[src/rtl/sort_nb_reader_if.sv]
// Result bus between the 8-entry byte sorter, the serial reader and the
// downstream byte consumer. The reader uses the master modport and the
// environment around it uses the slave modport.
interface sort_nb_reader_if;
  logic       i_complete;
  logic [7:0] i_d [0:7];
  logic [7:0] o_dout;
  logic       o_doutValid;
  logic       i_doutReady;
  logic       o_doutLast;
  logic       o_busy;
  logic       o_done;
  logic       o_sortedErr;
  logic [2:0] o_idx;

  modport master (
    input  i_complete,
    input  i_d,
    input  i_doutReady,
    output o_dout,
    output o_doutValid,
    output o_doutLast,
    output o_busy,
    output o_done,
    output o_sortedErr,
    output o_idx
  );

  modport slave (
    output i_complete,
    output i_d,
    output i_doutReady,
    input  o_dout,
    input  o_doutValid,
    input  o_doutLast,
    input  o_busy,
    input  o_done,
    input  o_sortedErr,
    input  o_idx
  );
endinterface

[src/rtl/sort_nb_reader.sv]
// Consumer end of the 8-entry byte sorter. Waits for the sorter's complete
// level, snapshots D0..D7 in one cycle, then streams the snapshot out on a
// valid/ready handshake (D0 first) while checking that the stream is
// monotonic. An ordering violation raises a flag that stays set until the
// next capture or reset.
module sort_nb_reader #(
  parameter bit DESCEND = 1'b0
) (
  input  logic             clk,
  input  logic             reset,
  sort_nb_reader_if.master bus
);

  typedef enum logic [1:0] {
    IDLE    = 2'd0,
    CAPTURE = 2'd1,
    SEND    = 2'd2,
    DONE    = 2'd3
  } state_t;

  state_t     r_state;
  state_t     w_nextState;

  logic [7:0] r_buf [0:7];
  logic [7:0] r_prev;
  logic [7:0] r_dout;
  logic       r_doutValid;
  logic       r_doutLast;
  logic       r_sortedErr;
  logic [2:0] r_idx;

  logic       w_transfer;
  logic       w_lastTransfer;
  logic       w_violation;
  logic [2:0] w_nextIdx;

  // Handshake decode and the on-the-fly order check; the first byte of a
  // stream has no predecessor, so it is never compared against stale prev.
  always_comb begin
    w_transfer     = (r_state == SEND) && r_doutValid && bus.i_doutReady;
    w_lastTransfer = w_transfer && (r_idx == 3'd7);
    w_nextIdx      = r_idx + 3'd1;
    w_violation    = 1'b0;
    if (w_transfer && (r_idx != 3'd0)) begin
      if (DESCEND) begin
        w_violation = (r_dout > r_prev);
      end else begin
        w_violation = (r_dout < r_prev);
      end
    end
  end

  // Next-state logic: a held-high complete parks the block in DONE so the
  // same result is never streamed twice; complete must drop to re-arm.
  always_comb begin
    w_nextState = r_state;
    case (r_state)
      IDLE:    if (bus.i_complete) w_nextState = CAPTURE;
      CAPTURE: w_nextState = SEND;
      SEND:    if (w_lastTransfer) w_nextState = DONE;
      DONE:    if (!bus.i_complete) w_nextState = IDLE;
      default: w_nextState = IDLE;
    endcase
  end

  // State register.
  always_ff @(posedge clk) begin
    if (reset) begin
      r_state <= IDLE;
    end else begin
      r_state <= w_nextState;
    end
  end

  // Snapshot of the sorter outputs, taken only in CAPTURE so later changes
  // on D0..D7 cannot leak into the stream.
  always_ff @(posedge clk) begin
    if (reset) begin
      for (int k = 0; k < 8; k++) begin
        r_buf[k] <= 8'd0;
      end
    end else if (r_state == CAPTURE) begin
      for (int k = 0; k < 8; k++) begin
        r_buf[k] <= bus.i_d[k];
      end
    end
  end

  // Registered stream output. The first SEND cycle loads byte 0; after that
  // each transfer loads the following byte in the same edge so an always-ready
  // consumer gets eight back-to-back bytes. Without a transfer dout holds.
  always_ff @(posedge clk) begin
    if (reset) begin
      r_dout      <= 8'd0;
      r_doutValid <= 1'b0;
      r_doutLast  <= 1'b0;
      r_sortedErr <= 1'b0;
      r_idx       <= 3'd0;
      r_prev      <= 8'd0;
    end else begin
      case (r_state)
        IDLE: begin
          r_doutValid <= 1'b0;
          r_doutLast  <= 1'b0;
          r_idx       <= 3'd0;
        end
        CAPTURE: begin
          r_doutValid <= 1'b0;
          r_doutLast  <= 1'b0;
          r_idx       <= 3'd0;
          r_sortedErr <= 1'b0;
        end
        SEND: begin
          if (!r_doutValid) begin
            r_dout      <= r_buf[r_idx];
            r_doutValid <= 1'b1;
            r_doutLast  <= (r_idx == 3'd7);
          end else if (w_transfer) begin
            r_prev <= r_dout;
            if (w_violation) begin
              r_sortedErr <= 1'b1;
            end
            if (r_idx == 3'd7) begin
              r_doutValid <= 1'b0;
              r_doutLast  <= 1'b0;
            end else begin
              r_idx      <= w_nextIdx;
              r_dout     <= r_buf[w_nextIdx];
              r_doutLast <= (w_nextIdx == 3'd7);
            end
          end
        end
        default: begin
          r_doutValid <= 1'b0;
          r_doutLast  <= 1'b0;
        end
      endcase
    end
  end

  assign bus.o_dout      = r_dout;
  assign bus.o_doutValid = r_doutValid;
  assign bus.o_doutLast  = r_doutLast;
  assign bus.o_sortedErr = r_sortedErr;
  assign bus.o_idx       = r_idx;
  assign bus.o_busy      = (r_state == CAPTURE) || (r_state == SEND);
  assign bus.o_done      = (r_state == DONE);

endmodule

[src/flat_wrapper.sv]
// flat-port wrapper written by rule: the top's interface ports become plain ports
module sort_nb_reader_flat 
#(
  parameter bit DESCEND = 1'b0
)
  (clk, reset, bus_i_complete, bus_i_d, bus_i_doutReady, bus_o_dout, bus_o_doutValid, bus_o_doutLast, bus_o_busy, bus_o_done, bus_o_sortedErr, bus_o_idx);
  sort_nb_reader_if bus_i ();
  input  logic clk;
  input  logic reset;
  input wire logic [$bits(bus_i.i_complete)-1:0] bus_i_complete;
  input wire logic [$bits(bus_i.i_d)-1:0] bus_i_d;
  input wire logic [$bits(bus_i.i_doutReady)-1:0] bus_i_doutReady;
  output wire logic [$bits(bus_i.o_dout)-1:0] bus_o_dout;
  output wire logic [$bits(bus_i.o_doutValid)-1:0] bus_o_doutValid;
  output wire logic [$bits(bus_i.o_doutLast)-1:0] bus_o_doutLast;
  output wire logic [$bits(bus_i.o_busy)-1:0] bus_o_busy;
  output wire logic [$bits(bus_i.o_done)-1:0] bus_o_done;
  output wire logic [$bits(bus_i.o_sortedErr)-1:0] bus_o_sortedErr;
  output wire logic [$bits(bus_i.o_idx)-1:0] bus_o_idx;
  assign bus_i.i_complete = bus_i_complete;
  assign bus_i.i_d = {>>{bus_i_d}};
  assign bus_i.i_doutReady = bus_i_doutReady;
  assign bus_o_dout = bus_i.o_dout;
  assign bus_o_doutValid = bus_i.o_doutValid;
  assign bus_o_doutLast = bus_i.o_doutLast;
  assign bus_o_busy = bus_i.o_busy;
  assign bus_o_done = bus_i.o_done;
  assign bus_o_sortedErr = bus_i.o_sortedErr;
  assign bus_o_idx = bus_i.o_idx;
  sort_nb_reader #(.DESCEND(DESCEND)) u_core (.clk(clk), .reset(reset), .bus(bus_i));
endmodule
[config.mk]
export PLATFORM = sky130hd
export DESIGN_NAME = sort_nb_reader_flat
export DESIGN_NICKNAME = d
export VERILOG_FILES = /design/src/rtl/sort_nb_reader_if.sv /design/src/rtl/sort_nb_reader.sv /design/src/flat_wrapper.sv
export SDC_FILE = /design/constraint.sdc
export NUM_CORES = 1
export LEC_CHECK = 0
export CAP_MARGIN = 30
export CORE_ASPECT_RATIO = 0.8
export CORE_MARGIN = 1.5
export CORE_UTILIZATION = 48
export CTS_CLUSTER_DIAMETER = 120
export DETAILED_ROUTE_END_ITERATION = 7
export GPL_TIMING_DRIVEN = 0
export PLACE_DENSITY = 0.83
export SLEW_MARGIN = 0
export SYNTH_ARGS = -nofsm -noshare
export SYNTH_HDL_FRONTEND = slang
export SYNTH_SLANG_ARGS = --single-unit
[constraint.sdc]
create_clock -name clk -period 2.25 [get_ports clk]
set_input_delay 0.225 -clock clk [delete_from_list [all_inputs] [get_ports clk]]
set_output_delay 0.225 -clock clk [all_outputs]
set_load 0.05 [all_outputs]
run_1/util_map.png
Scale bar: 20 um. The die is cut into 11 by 9 equal tiles; white is low, dark blue is high, 0 to 100% covered.
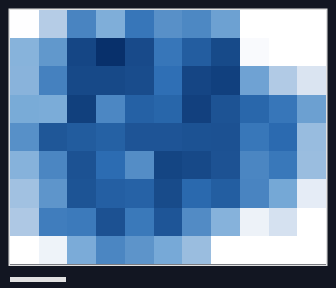
tiles over 75% full	37%
mean over tiles	58%
fullest tile	100%
nearly empty tiles	12%

run_1/placed.png
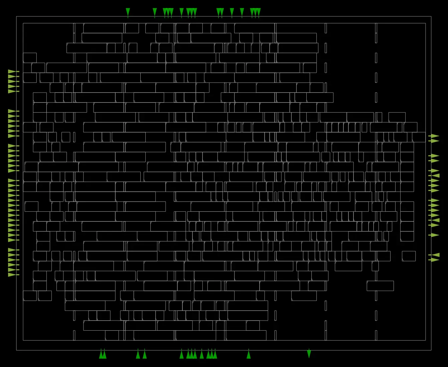
Filler Cell Count: 712
Row Count: 32
CORE AREA: 9610 sq um
Post-Layout Cell Count: 591
utilization after layout: 0.643

==> results.toml, run 1 <==
# yosys + openroad results
[critical_path]
path_common_cell = "buf_12"
r2r-end = "u_core.bus.o_dout[0]"
cp-startpoint = "u_core.bus.o_idx[0]"
crit_chain = "buf_8, buf_12, inv_4, ha_4, buf_12, buf_4, mux4_1, nand3_1, and4_1, nor3_1"
r2r-start = "u_core.bus.o_idx[0]"
crit_end = "u_core.bus.o_dout[0]"
cp.arrival_ps = 2410
crit_path_end_kind = "flip-flop"
cp_max_fo = 10

[die]
initial_core_util = 0.490
die_y_um = 91.6
io_pins = 84

[synth]
netlist_area_sq_um = 4710
top_area_cell = "edfxtp_1"
yosys-top-cells-count = "64 x edfxtp_1, 48 x and2_1, 27 x dfxtp_1"
synthSimpleGateAreaFrac = 0.169
synthAdderAreaFrac = 0.0425
ys_sh_xor = 0
floorplan.nets = 449
synth_cell_types = 39
ys_ff = 91
synthTopCellsByArea = "edfxtp_1 41%, dfxtp_1 11%, mux4_1 7.8%"
postSynth.asyncResetShare = 0
ys.flop_type = "edfxtp_1"
edf_count = 64
postSynthCellCount = 365
yosys_warnings = 0

[timing]
skew_ps = 5.17
setup-tns-final_ps = 0
maxSlewViolCount = 0
hold_viol = 0
period_needed_ps = 2210

[placed_design]
dpl.cell_count = 568

[global_routing]
grt_util_met2 = 0.417
busiest_layer = "met2"

[routing]
viasPerCell = 5.98
vias = 3534
ant_nets = 0
drc_errors = 0
wl_um = 12300
top_layer_used = "met4"

[finish]
buffers_excl_clock = 117
flops = 91
nonClockInverterCount = 15
area.sequential_sq_um = 2470
clock_area_frac = 0.0549
layout-area-overhead-vs-synth_pct = 31.0
nets = 552
lay_top_count = "clkdlybuf4s50_1"
top_register = "u_core.r_buf"
dominant_cells = "sequential cells"
final_cell_area_sq_um = 6170

[min_path]
holdPathEnd = "u_core.r_prev[1]"
hold_class = "flip-flop to flip-flop"

[pwr]
internal-power_w = 0.00405
vdd_ir_drop_max_uv = 424
power_leader = "registers"
netSwitchingPower_w = 0.00178
power.density_nw_per_um2 = 944
p_leak_nw = 2.24

[clock_tree]
cts_setup_buffers = 2
cts_max_level = 3
cts_hold_buf = 0
root_buffer = "clkbuf_16"
clkLatencyLatePin_ps = 340
cts_buffers = 9

[outcome]
status = "finished, final reports clean"

[job]
warning_count = 33
run_1/port_trees.png
Scale bar: 20 um.
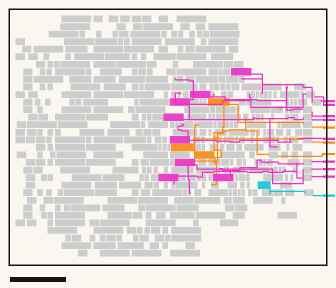
colour	port	direction	edge	end cells	buffers	wire
cyan	bus_o_done	output	right	1	1	20.0 um
magenta	bus_o_dout	output	right	8	8	497 um
orange	bus_o_idx	output	right	3	4	214 um

==> run 2: changes to the inputs <==
--- a/config.mk
+++ b/config.mk
@@ -5,6 +5,7 @@
 export SDC_FILE = /design/constraint.sdc
 export NUM_CORES = 1
 export LEC_CHECK = 0
+export ABC_CLOCK_PERIOD_IN_PS = 2250
 export CAP_MARGIN = 30
 export CORE_ASPECT_RATIO = 0.8
 export CORE_MARGIN = 1.5
run_2/floorplan.png
Scale bar: 20 um. Pins as bars on the die edge. Tap cells in grey.
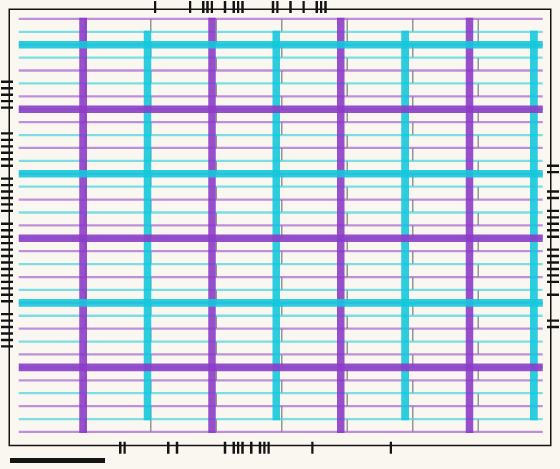
colour	net
purple	VSS
cyan	VDD
met1 rails	33
signal pins	84
met4 straps	8
rows	32
met5 straps	6

run_2/util_map.png
Scale bar: 20 um. The die is cut into 11 by 9 equal tiles; white is low, dark blue is high, 0 to 100% covered.
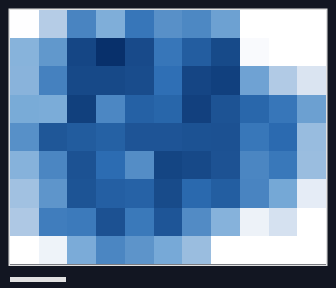
nearly empty tiles	12%
tiles over 75% full	37%
mean over tiles	58%
fullest tile	100%

==> results.toml, run 2 <==
# yosys + openroad results
[synth]
ys.flop_type = "edfxtp_1"
edf_count = 64
ys_sh_xor = 0
postSynth.asyncResetShare = 0
yosys_warnings = 0
yosys-top-cells-count = "64 x edfxtp_1, 48 x and2_1, 27 x dfxtp_1"
synthTopCellsByArea = "edfxtp_1 41%, dfxtp_1 11%, mux4_1 7.8%"
synth_cell_types = 39
postSynthCellCount = 365
synthSimpleGateAreaFrac = 0.169
netlist_area_sq_um = 4710
most_common_cell = "edfxtp_1"
ys_ff = 91
synthAdderAreaFrac = 0.0425
floorplan.nets = 449

[clock_tree]
clkLatencyLatePin_ps = 340
clkSlewWorstSetupHoldPaths_ps = 60
cts_hold_buf = 0
cts_max_level = 3
cts_setup_buffers = 2
root_buffer = "clkbuf_16"

[critical_path]
r2r-start = "u_core.bus.o_idx[0]"
path_common_cell = "buf_12"
path_buffers = 5
r2r-end = "u_core.bus.o_dout[0]"
cp.arrival_ps = 2410
crit_chain = "buf_8, buf_12, inv_4, ha_4, buf_12, buf_4, mux4_1, nand3_1, and4_1, nor3_1"
cp-startpoint = "u_core.bus.o_idx[0]"
crit_path_end_kind = "flip-flop"
cp_max_fo = 10

[die]
io_pins = 84
rows = 32
initial_core_util = 0.490
die_y_um = 91.6
core_area_sq_um = 9610

[finish]
num-fill-cells = 712
lay_top_count = "clkdlybuf4s50_1"
dominant_cells = "sequential cells"
nonClockInverterCount = 15
clock_area_frac = 0.0549
nets = 552
layout-area-overhead-vs-synth_pct = 31.0
drive_above_1_share = 0.148
buffers_excl_clock = 117
flops = 91
top_register = "u_core.r_buf"
fin_cells = 591

[routing]
drc_errors = 0
ant_nets = 0
viasPerCell = 5.98
dr_wl_met3_um = 1140
vias = 3534
top_layer_used = "met4"
wl_um = 12300

[pwr]
p_seq_w = 0.00252
p_leak_nw = 2.24
vdd_ir_drop_max_uv = 424
power_leader = "registers"
netSwitchingPower_w = 0.00178
internal-power_w = 0.00405

[outcome]
status = "finished, final reports clean"

[timing]
setup-tns-final_ps = 0
hold_viol = 0
skew_ps = 5.17
period_needed_ps = 2210
maxSlewViolCount = 0

[placed_design]
dpl.cell_count = 568

[min_path]
min_from = "u_core.r_prev[1]"
hold_depth = 2
hold_class = "flip-flop to flip-flop"
holdPathEnd = "u_core.r_prev[1]"

[global_routing]
busiest_layer = "met2"
grt_util_met2 = 0.417

[job]
warning_count = 33
run_2/placed.png
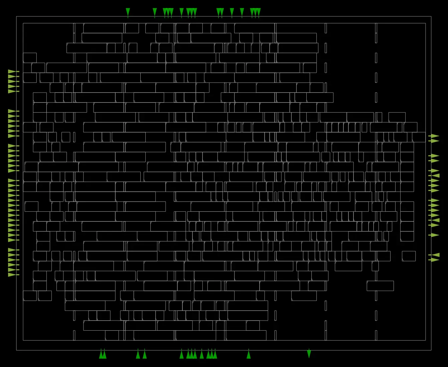

==> run 3: changes to the inputs <==
--- a/config.mk
+++ b/config.mk
@@ -8,7 +8,7 @@
 export ABC_CLOCK_PERIOD_IN_PS = 2250
 export CAP_MARGIN = 30
 export CORE_ASPECT_RATIO = 0.8
-export CORE_MARGIN = 1.5
+export CORE_MARGIN = 2
 export CORE_UTILIZATION = 48
 export CTS_CLUSTER_DIAMETER = 120
 export DETAILED_ROUTE_END_ITERATION = 7
run_3/placed.png
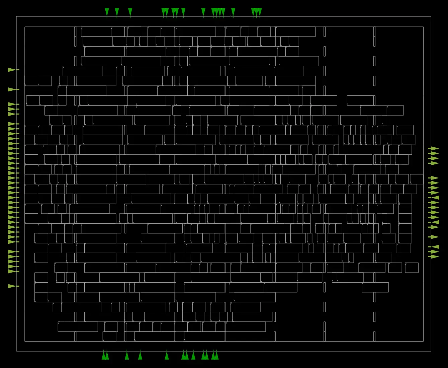
flop share of the area: 0.401
utilization after layout: 0.640
n_taps: 119
Filler Cell Count: 726
FF+latch count: 91

run_3/floorplan.png
Scale bar: 20 um. Pins as bars on the die edge. Tap cells in grey.
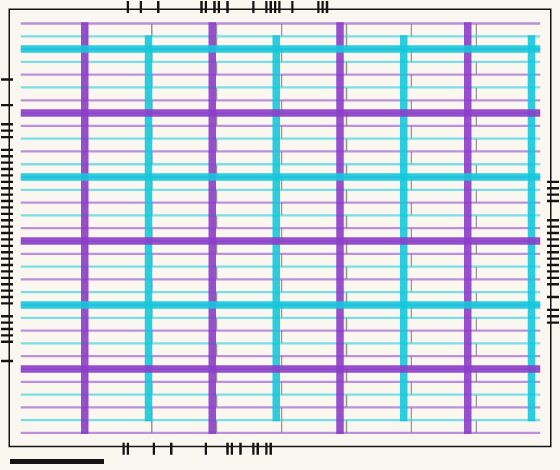
colour	net
cyan	VDD
purple	VSS
rows	32
met5 straps	6
Die Span X: 115 um
Die H: 92.6 um
IR drop worst, VDD: 431 uV

==> results.toml, run 3 <==
# yosys + openroad results
[routing]
drc_errors = 0
wirelength_met1_um = 4740
top_layer_used = "met4"
drt_iter0_drc = 233
viasPerCell = 5.78
firstDrtPassIters = 4
ant_nets = 0
wl_um = 11800
wl_per_cell_um = 20.0
vias = 3418
wl_met2_um = 5700
dr_wl_met3_um = 1060

[critical_path]
cp-startpoint = "u_core.bus.o_idx[0]"
cp_max_fo = 7
r2r-end = "u_core.bus.o_dout[3]"
cp_num_cells = 9
path_buffers = 4
worst-setup-path-type = "flip-flop to flip-flop"
crit_slowest_cell = "mux4_1"
crit_path_end_kind = "flip-flop"
cp.arrival_ps = 2380
r2r_slack_ps = 70
cpPeakStageDelay_ps = 560
crit_family = "multiplexers"
crit_end = "u_core.bus.o_dout[3]"
cp.required_ps = 2450
r2r-start = "u_core.bus.o_idx[0]"
r2r_cells = 9
path_common_cell = "buf_12"
crit_chain = "buf_8, buf_12, inv_4, ha_4, buf_12, mux4_1, nand3_1, and4_1, nor3_1"
critPathLaunchType = "flip-flop"

[timing]
timing.final.crit_share = 0.969
maxSlewViolCount = 0
fin_ws_ps = 69.5
slew_headroom = 0.528
setup-tns-final_ps = 0
setup_viol = 0
max_freq_mhz = 459
skew_ps = 9.13
grt_setup_unrepaired = "yes"
hold_slack_ps = 464
period_needed_ps = 2180
hold_viol = 0
tightest_slew_ps = 705

[pwr]
internal-power_w = 0.00383
p_seq_w = 0.00251
powerComb_w = 0.00157
p_comb_frac = 0.282
p_leak_nw = 2.25
pg_clk_w = 0.00149
netSwitchingPower_w = 0.00175
power.density_nw_per_um2 = 907
swShare = 0.314
clockPowerShare = 0.267
fin_total_pwr_w = 0.00557
seqPwrFrac = 0.451
power_leader = "registers"

[placed_design]
dp_hpwl_um = 7900
placed_area_sq_um = 5750
place.port_buffers = 83
pre_cts_slack_ps = -335
globalplace.congestion = 0.826
dpl.cell_count = 568

[finish]
nonClockInverterCount = 15
top_register = "u_core.r_buf"
dominant_cells = "sequential cells"
logic_gate_count = 234
lay_top_cells = "82 x clkdlybuf4s50_1, 64 x edfxtp_1, 48 x and2_1"
nets = 552
final_cell_area_sq_um = 6150
diodes = 0
lay_top_count = "clkdlybuf4s50_1"
fin_cells = 591
drive_above_1_share = 0.131
clkbuf_count = 9
sh_comb_area = 0.337
layout-area-overhead-vs-synth_pct = 30.4
layout.nonclk_buf_frac = 0.180
area.sequential_sq_um = 2470
buffers_excl_clock = 117
clock_area_frac = 0.0474
combGateArea_sq_um = 2070
largest_reg_flops = 64

[synth]
postSynthCellCount = 365
ys_ff = 91
ys.flop_type = "edfxtp_1"
netlist_area_sq_um = 4710
top_area_cell = "edfxtp_1"
synthAdderAreaFrac = 0.0425
synthTopCellsByArea = "edfxtp_1 41%, dfxtp_1 11%, mux4_1 7.8%"
synth_stat.cells = 365
ys_sh_mux = 0.168
ys_sh_aoi = 0.0563
yosys_area_sq_um = 4710
yosys_warnings = 0
postSynth.asyncResetShare = 0
ys_seq_share = 0.522
synthSimpleGateAreaFrac = 0.169
edf_count = 64
synth_top_area_share = 0.408
yosys-top-cells-count = "64 x edfxtp_1, 48 x and2_1, 27 x dfxtp_1"
floorplan.nets = 449
ys_sh_xor = 0
synth_cell_types = 39
most_common_cell = "edfxtp_1"
syn_avg_cell_area_sq_um = 12.9
topCombFamilyByArea = "simple AND/OR/NAND/NOR gates"

[job]
warning_count = 33
maxCapViolCount = 0

[global_routing]
gr-usage-met3 = 0.0445
grt_usage = 0.235
grt-ovfl-total = 0
first_global_vias = 3529
busiest_layer = "met2"
grt_max_degree = 41
grt_util_met2 = 0.381
grt_use_met1 = 0.307
antenna_found_initial = 0

[min_path]
hold_class = "flip-flop to flip-flop"
min_from = "u_core.r_prev[2]"
holdPathEnd = "u_core.r_prev[2]"
hold_depth = 2

[clock_tree]
cts_hold_buf = 0
ctsLongestPathBuffers = 2
cts.sinks = 91
root_buffer = "clkbuf_16"
cts_buffers = 9
cts_setup_buffers = 8
clkSlewWorstSetupHoldPaths_ps = 60
cts_resized = 6
cts_tree = "built"
clkLatencyLatePin_ps = 340
cts_max_level = 3

[die]
rows = 32
io_pins = 84
initial_core_util = 0.490
chipArea_sq_um = 10600
core_area_sq_um = 9610

[outcome]
status = "finished, final reports clean"
No activity file was given, so power comes from the tool's default toggle rates.
